<file path="config.mk">
export PLATFORM = sky130hd
export DESIGN_NAME = display_scan_ctrl_flat
export DESIGN_NICKNAME = d
export VERILOG_FILES = /design/src/rtl/display_scan_ctrl_if.sv /design/src/rtl/display_scan_ctrl.sv /design/src/flat_wrapper.sv
export SDC_FILE = /design/constraint.sdc
export NUM_CORES = 1
export LEC_CHECK = 0
export CAP_MARGIN = 10
export CORE_MARGIN = 2
export CORE_UTILIZATION = 59
export DETAILED_ROUTE_END_ITERATION = 7
export GPL_TIMING_DRIVEN = 0
export PLACE_DENSITY_LB_ADDON = 0.25
export SLEW_MARGIN = 15
export SYNTH_ARGS = -nofsm -noshare
export SYNTH_HDL_FRONTEND = slang
export SYNTH_SLANG_ARGS = --single-unit
</file>
<file path="constraint.sdc">
create_clock -name i_clock -period 6.4 [get_ports i_clock]
set_input_delay 1.28 -clock i_clock [delete_from_list [all_inputs] [get_ports i_clock]]
set_output_delay 1.28 -clock i_clock [all_outputs]
set_load 0.1 [all_outputs]
</file>
<file path="src/rtl/display_scan_ctrl_if.sv">
// Write port into the display digit buffer.
// The requester holds req, digit and value until it sees a one-cycle grant.
interface display_scan_ctrl_if;
   logic       req;
   logic [2:0] digit;
   logic [3:0] value;
   logic       grant;

   modport master (output req, output digit, output value, input grant);
   modport slave  (input req, input digit, input value, output grant);
endinterface

</file>
<file path="src/rtl/display_scan_ctrl.sv">
// Seven-segment scan scheduler: round-robin CPU/debug writes into an
// 8-digit buffer, one digit per slot with a blanking gap and PWM brightness.
module display_scan_ctrl #(
   parameter int NUM_DIGITS   = 8,
   parameter int TICK_DIV     = 20000,
   parameter int BLANK_CYCLES = 16,
   parameter int PWM_BITS     = 4
) (
   input  logic                  i_clock,
   input  logic                  i_reset_n,
   input  logic                  i_enable,
   input  logic [PWM_BITS-1:0]   i_brightness,
   display_scan_ctrl_if.slave    io_cpu,
   display_scan_ctrl_if.slave    io_dbg,
   output logic [3:0]            o_digit_bcd,
   output logic [NUM_DIGITS-1:0] o_digit_sel,
   output logic                  o_frame_done
);
   localparam int IDX_W  = (NUM_DIGITS > 1) ? $clog2(NUM_DIGITS) : 1;
   localparam int SLOT_W = $clog2(TICK_DIV);

   typedef enum logic [1:0] {S_IDLE, S_BLANK, S_DRIVE} scan_state_e;
   typedef enum logic {PRI_CPU, PRI_DBG} pri_e;

   // ---------------- write arbiter ----------------
   logic                  w_cpu_elig;
   logic                  w_dbg_elig;
   logic                  w_pick_cpu;
   logic                  w_pick_dbg;
   logic                  w_wr_en;
   logic [2:0]            w_wr_digit;
   logic [3:0]            w_wr_value;
   logic                  r_cpu_grant;
   logic                  r_dbg_grant;
   pri_e                  r_pri;
   logic [3:0]            r_buf [NUM_DIGITS];

   // NOTE: combinational blocks assign every output a default first so no latch is inferred.
   always_comb begin
      w_cpu_elig = io_cpu.req & ~r_cpu_grant;
      w_dbg_elig = io_dbg.req & ~r_dbg_grant;
      w_pick_cpu = w_cpu_elig & (~w_dbg_elig | (r_pri == PRI_CPU));
      w_pick_dbg = w_dbg_elig & ~w_pick_cpu;
      w_wr_en    = w_pick_cpu | w_pick_dbg;
      w_wr_digit = w_pick_cpu ? io_cpu.digit : io_dbg.digit;
      w_wr_value = w_pick_cpu ? io_cpu.value : io_dbg.value;
   end

   // NOTE: sequential state uses non-blocking assignments so every flop samples pre-edge values.
   always_ff @(posedge i_clock or negedge i_reset_n) begin
      if (!i_reset_n) begin
         r_cpu_grant <= 1'b0;
         r_dbg_grant <= 1'b0;
         r_pri       <= PRI_CPU;
      end else begin
         r_cpu_grant <= w_pick_cpu;
         r_dbg_grant <= w_pick_dbg;
         if (w_pick_cpu) begin
            r_pri <= PRI_DBG;
         end else if (w_pick_dbg) begin
            r_pri <= PRI_CPU;
         end
      end
   end

   assign io_cpu.grant = r_cpu_grant;
   assign io_dbg.grant = r_dbg_grant;

   // NOTE: the buffer is only a few flops and must read as zero after reset, so it is reset explicitly.
   always_ff @(posedge i_clock or negedge i_reset_n) begin
      if (!i_reset_n) begin
         for (int i = 0; i < NUM_DIGITS; i++) begin
            r_buf[i] <= 4'h0;
         end
      end else if (w_wr_en) begin
         // Indices with no matching digit are granted but dropped here.
         for (int i = 0; i < NUM_DIGITS; i++) begin
            if (w_wr_digit == 3'(i)) begin
               r_buf[i] <= w_wr_value;
            end
         end
      end
   end

   // ---------------- scan scheduler ----------------
   scan_state_e           r_state;
   scan_state_e           w_state_next;
   logic [SLOT_W-1:0]     r_slot_cnt;
   logic [SLOT_W-1:0]     w_slot_next;
   logic [IDX_W-1:0]      r_idx;
   logic [IDX_W-1:0]      w_idx_next;
   logic [PWM_BITS-1:0]   r_pwm_cnt;
   logic [PWM_BITS-1:0]   w_pwm_next;
   logic [PWM_BITS-1:0]   r_duty;
   logic                  w_slot_start;
   logic [NUM_DIGITS-1:0] w_sel_next;
   logic                  w_frame_done_next;
   logic [3:0]            r_digit_bcd;
   logic [NUM_DIGITS-1:0] r_digit_sel;
   logic                  r_frame_done;

   always_ff @(posedge i_clock or negedge i_reset_n) begin
      if (!i_reset_n) begin
         r_state <= S_IDLE;
      end else begin
         r_state <= w_state_next;
      end
   end

   always_comb begin
      w_state_next = r_state;
      w_slot_next  = r_slot_cnt;
      w_idx_next   = r_idx;
      w_pwm_next   = r_pwm_cnt;
      w_slot_start = 1'b0;
      case (r_state)
         S_IDLE: begin
            w_slot_next = '0;
            w_pwm_next  = '0;
            w_idx_next  = '0;
            if (i_enable) begin
               w_state_next = S_BLANK;
               w_slot_start = 1'b1;
            end
         end
         S_BLANK: begin
            w_slot_next = r_slot_cnt + 1'b1;
            w_pwm_next  = '0;
            if (r_slot_cnt == SLOT_W'(BLANK_CYCLES - 1)) begin
               w_state_next = S_DRIVE;
            end
         end
         S_DRIVE: begin
            if (r_slot_cnt == SLOT_W'(TICK_DIV - 1)) begin
               w_state_next = S_BLANK;
               w_slot_next  = '0;
               w_pwm_next   = '0;
               w_slot_start = 1'b1;
               w_idx_next   = (r_idx == IDX_W'(NUM_DIGITS - 1)) ? '0 : r_idx + 1'b1;
            end else begin
               w_slot_next = r_slot_cnt + 1'b1;
               // PWM phase restarts each slot so every digit gets the same duty pattern.
               w_pwm_next  = r_pwm_cnt + 1'b1;
            end
         end
         default: w_state_next = S_IDLE;
      endcase

      if (!i_enable) begin
         w_state_next = S_IDLE;
         w_slot_next  = '0;
         w_pwm_next   = '0;
         w_idx_next   = '0;
         w_slot_start = 1'b0;
      end

      // Outputs are precomputed from next-state values so the panel pins come straight off flops.
      w_sel_next = '1;
      if ((w_state_next == S_DRIVE) && (w_pwm_next <= r_duty)) begin
         w_sel_next = ~(NUM_DIGITS'(1) << w_idx_next);
      end
      w_frame_done_next = (w_state_next == S_DRIVE)
                       && (w_slot_next == SLOT_W'(TICK_DIV - 1))
                       && (w_idx_next == IDX_W'(NUM_DIGITS - 1));
   end

   always_ff @(posedge i_clock or negedge i_reset_n) begin
      if (!i_reset_n) begin
         r_slot_cnt   <= '0;
         r_idx        <= '0;
         r_pwm_cnt    <= '0;
         r_duty       <= '0;
         r_digit_bcd  <= 4'h0;
         r_digit_sel  <= '1;
         r_frame_done <= 1'b0;
      end else begin
         r_slot_cnt   <= w_slot_next;
         r_idx        <= w_idx_next;
         r_pwm_cnt    <= w_pwm_next;
         r_digit_sel  <= w_sel_next;
         r_frame_done <= w_frame_done_next;
         // Snapshot at slot start: writes landing mid-slot appear on the next scan.
         if (w_slot_start) begin
            r_digit_bcd <= r_buf[w_idx_next];
            r_duty      <= i_brightness;
         end
      end
   end

   assign o_digit_bcd  = r_digit_bcd;
   assign o_digit_sel  = r_digit_sel;
   assign o_frame_done = r_frame_done;

endmodule

</file>
<file path="src/flat_wrapper.sv">
// flat-port wrapper written by rule: the top's interface ports become plain ports
module display_scan_ctrl_flat 
#(
   parameter int NUM_DIGITS   = 8,
   parameter int TICK_DIV     = 20000,
   parameter int BLANK_CYCLES = 16,
   parameter int PWM_BITS     = 4
)
  (i_clock, i_reset_n, i_enable, i_brightness, o_digit_bcd, o_digit_sel, o_frame_done, io_cpu_req, io_cpu_digit, io_cpu_value, io_cpu_grant, io_dbg_req, io_dbg_digit, io_dbg_value, io_dbg_grant);
  display_scan_ctrl_if io_cpu_i ();
  display_scan_ctrl_if io_dbg_i ();
  input  logic i_clock;
  input  logic i_reset_n;
  input  logic i_enable;
  input  logic [PWM_BITS-1:0] i_brightness;
  output logic [3:0] o_digit_bcd;
  output logic [NUM_DIGITS-1:0] o_digit_sel;
  output logic o_frame_done;
  input wire logic [$bits(io_cpu_i.req)-1:0] io_cpu_req;
  input wire logic [$bits(io_cpu_i.digit)-1:0] io_cpu_digit;
  input wire logic [$bits(io_cpu_i.value)-1:0] io_cpu_value;
  output wire logic [$bits(io_cpu_i.grant)-1:0] io_cpu_grant;
  input wire logic [$bits(io_dbg_i.req)-1:0] io_dbg_req;
  input wire logic [$bits(io_dbg_i.digit)-1:0] io_dbg_digit;
  input wire logic [$bits(io_dbg_i.value)-1:0] io_dbg_value;
  output wire logic [$bits(io_dbg_i.grant)-1:0] io_dbg_grant;
  assign io_cpu_i.req = io_cpu_req;
  assign io_cpu_i.digit = io_cpu_digit;
  assign io_cpu_i.value = io_cpu_value;
  assign io_cpu_grant = io_cpu_i.grant;
  assign io_dbg_i.req = io_dbg_req;
  assign io_dbg_i.digit = io_dbg_digit;
  assign io_dbg_i.value = io_dbg_value;
  assign io_dbg_grant = io_dbg_i.grant;
  display_scan_ctrl #(.NUM_DIGITS(NUM_DIGITS), .TICK_DIV(TICK_DIV), .BLANK_CYCLES(BLANK_CYCLES), .PWM_BITS(PWM_BITS)) u_core (.i_clock(i_clock), .i_reset_n(i_reset_n), .i_enable(i_enable), .i_brightness(i_brightness), .io_cpu(io_cpu_i), .io_dbg(io_dbg_i), .o_digit_bcd(o_digit_bcd), .o_digit_sel(o_digit_sel), .o_frame_done(o_frame_done));
endmodule
</file>
==> summary.txt <==
impl run done, here's what came out: outcome finished clean, top cell type by total area after synthesis dfrtp_1, asr flop ratio synth 100%, Synth cell types around 51, die x size ~85 um, NonClk Buf Share 10.1%, WP data required 6.64 ns, die y size ~85 um, top logic cells by instance count in the layout dfrtp_1, mux2_2, clkdlybuf4s50_1, nand2_1, nor2_1, Critical Path Sink u_core.r_buf[2]$_DFFE_PN0P_, initial antenna violation count 0, HP Start u_core.r_pri$_DFFE_PN0P_, comb pwr between 300 and 400 uW, Mapped Cells between 300 and 400, Nets 438, CP Max Fanout 10, Synth flops ~76, Std-Cell Rows 29, largest register by flop count u_core.r_buf, simple-gate portion of the synthesized area 18.7%, Ports 38, VDD IR max slightly below 0.3 mV, hold_buf cts 0, main flop type dfrtp_1, Main area contributors dfrtp_1, mux2_2, dfstp_2, Area Growth Syn to Fin 17.0%, inverters 12, clock network area share 3.77%, Post-route DRC 0, mux share between 10% and 20%, routed wl met2 4.07 mm, Worst Hold Margin between 0.5 and 0.6 ns, combinational power share around 25%, Reg-to-Reg Start u_core.r_slot_cnt[7]$_DFF_PN0_, sw frac about a third, post-synthesis compound-gate area fraction 9.55%
clocks.png
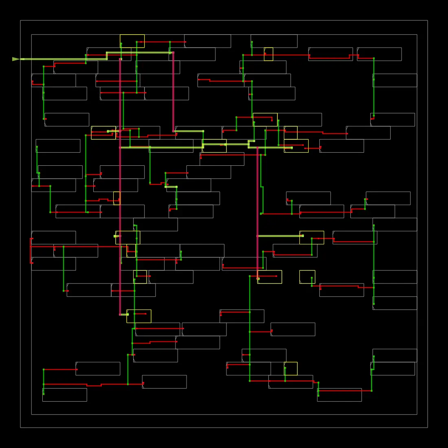
Final Skew: 0.00629 ns
CLK BUF: 10
FFs & Latches: 76
CTS Sinks: 76

logic_types.png
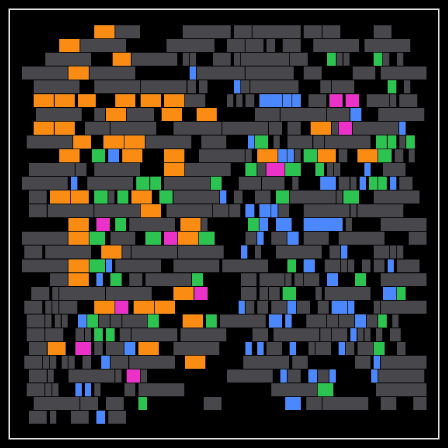
non-inverting ao/oa cells: shown in magenta, cells 10, most used o21a_1. nor cells: shown in blue, cells 57, most used nor2_1. aoi and oai cells: shown in green, cells 44, most used o22ai_1. mux cells: shown in orange, cells 45, most used mux2_2.
non-filler cells, final: 489
logic share of the area: 40.2%
highest-count logic cell in the final layout: dfrtp_1

detail.png
Region (0, 35) to (50, 85) um. Cells in grey, sequential cells in the stronger grey; small squares are vias.
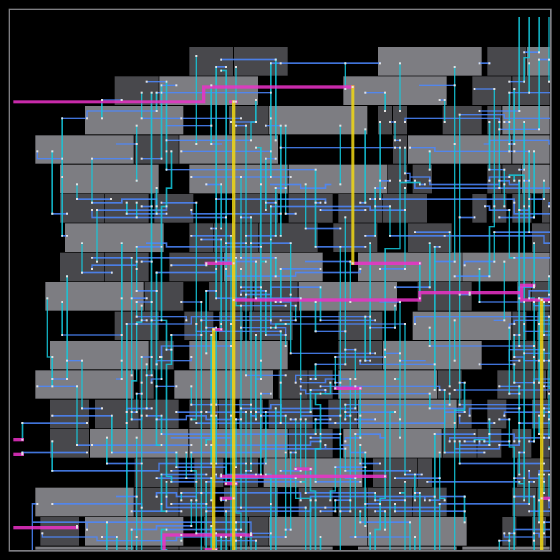
metal 1: shown in blue. metal 3: shown in magenta. metal 2: shown in cyan. metal 4: shown in yellow.
Most frequent: dfrtp_1 (29), mux2_2 (27). 125 logic cells have their middle in the window. Netlist names of flops here include u_core.r_buf (22), u_core.o_digit_bcd (4), u_core.o_digit_sel (4). Sequential cells in the window: 33.

flops_by_reg.png
Other sequential cells in the stronger grey, the rest of the logic in the fainter grey.
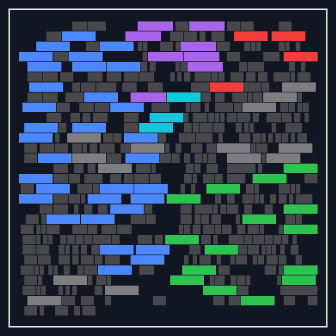
u_core.r_buf: shown in blue, sequential cells 32. u_core.o_digit_sel: shown in purple, sequential cells 8, where north. u_core.r_duty: shown in red, sequential cells 4, where north-east. u_core.r_slot_cnt: shown in green, sequential cells 15. u_core.r_idx: shown in cyan, sequential cells 3.
Another 14 sequential cells are not coloured.

Power figures rest on the tool's default switching activity, not on a simulated workload.
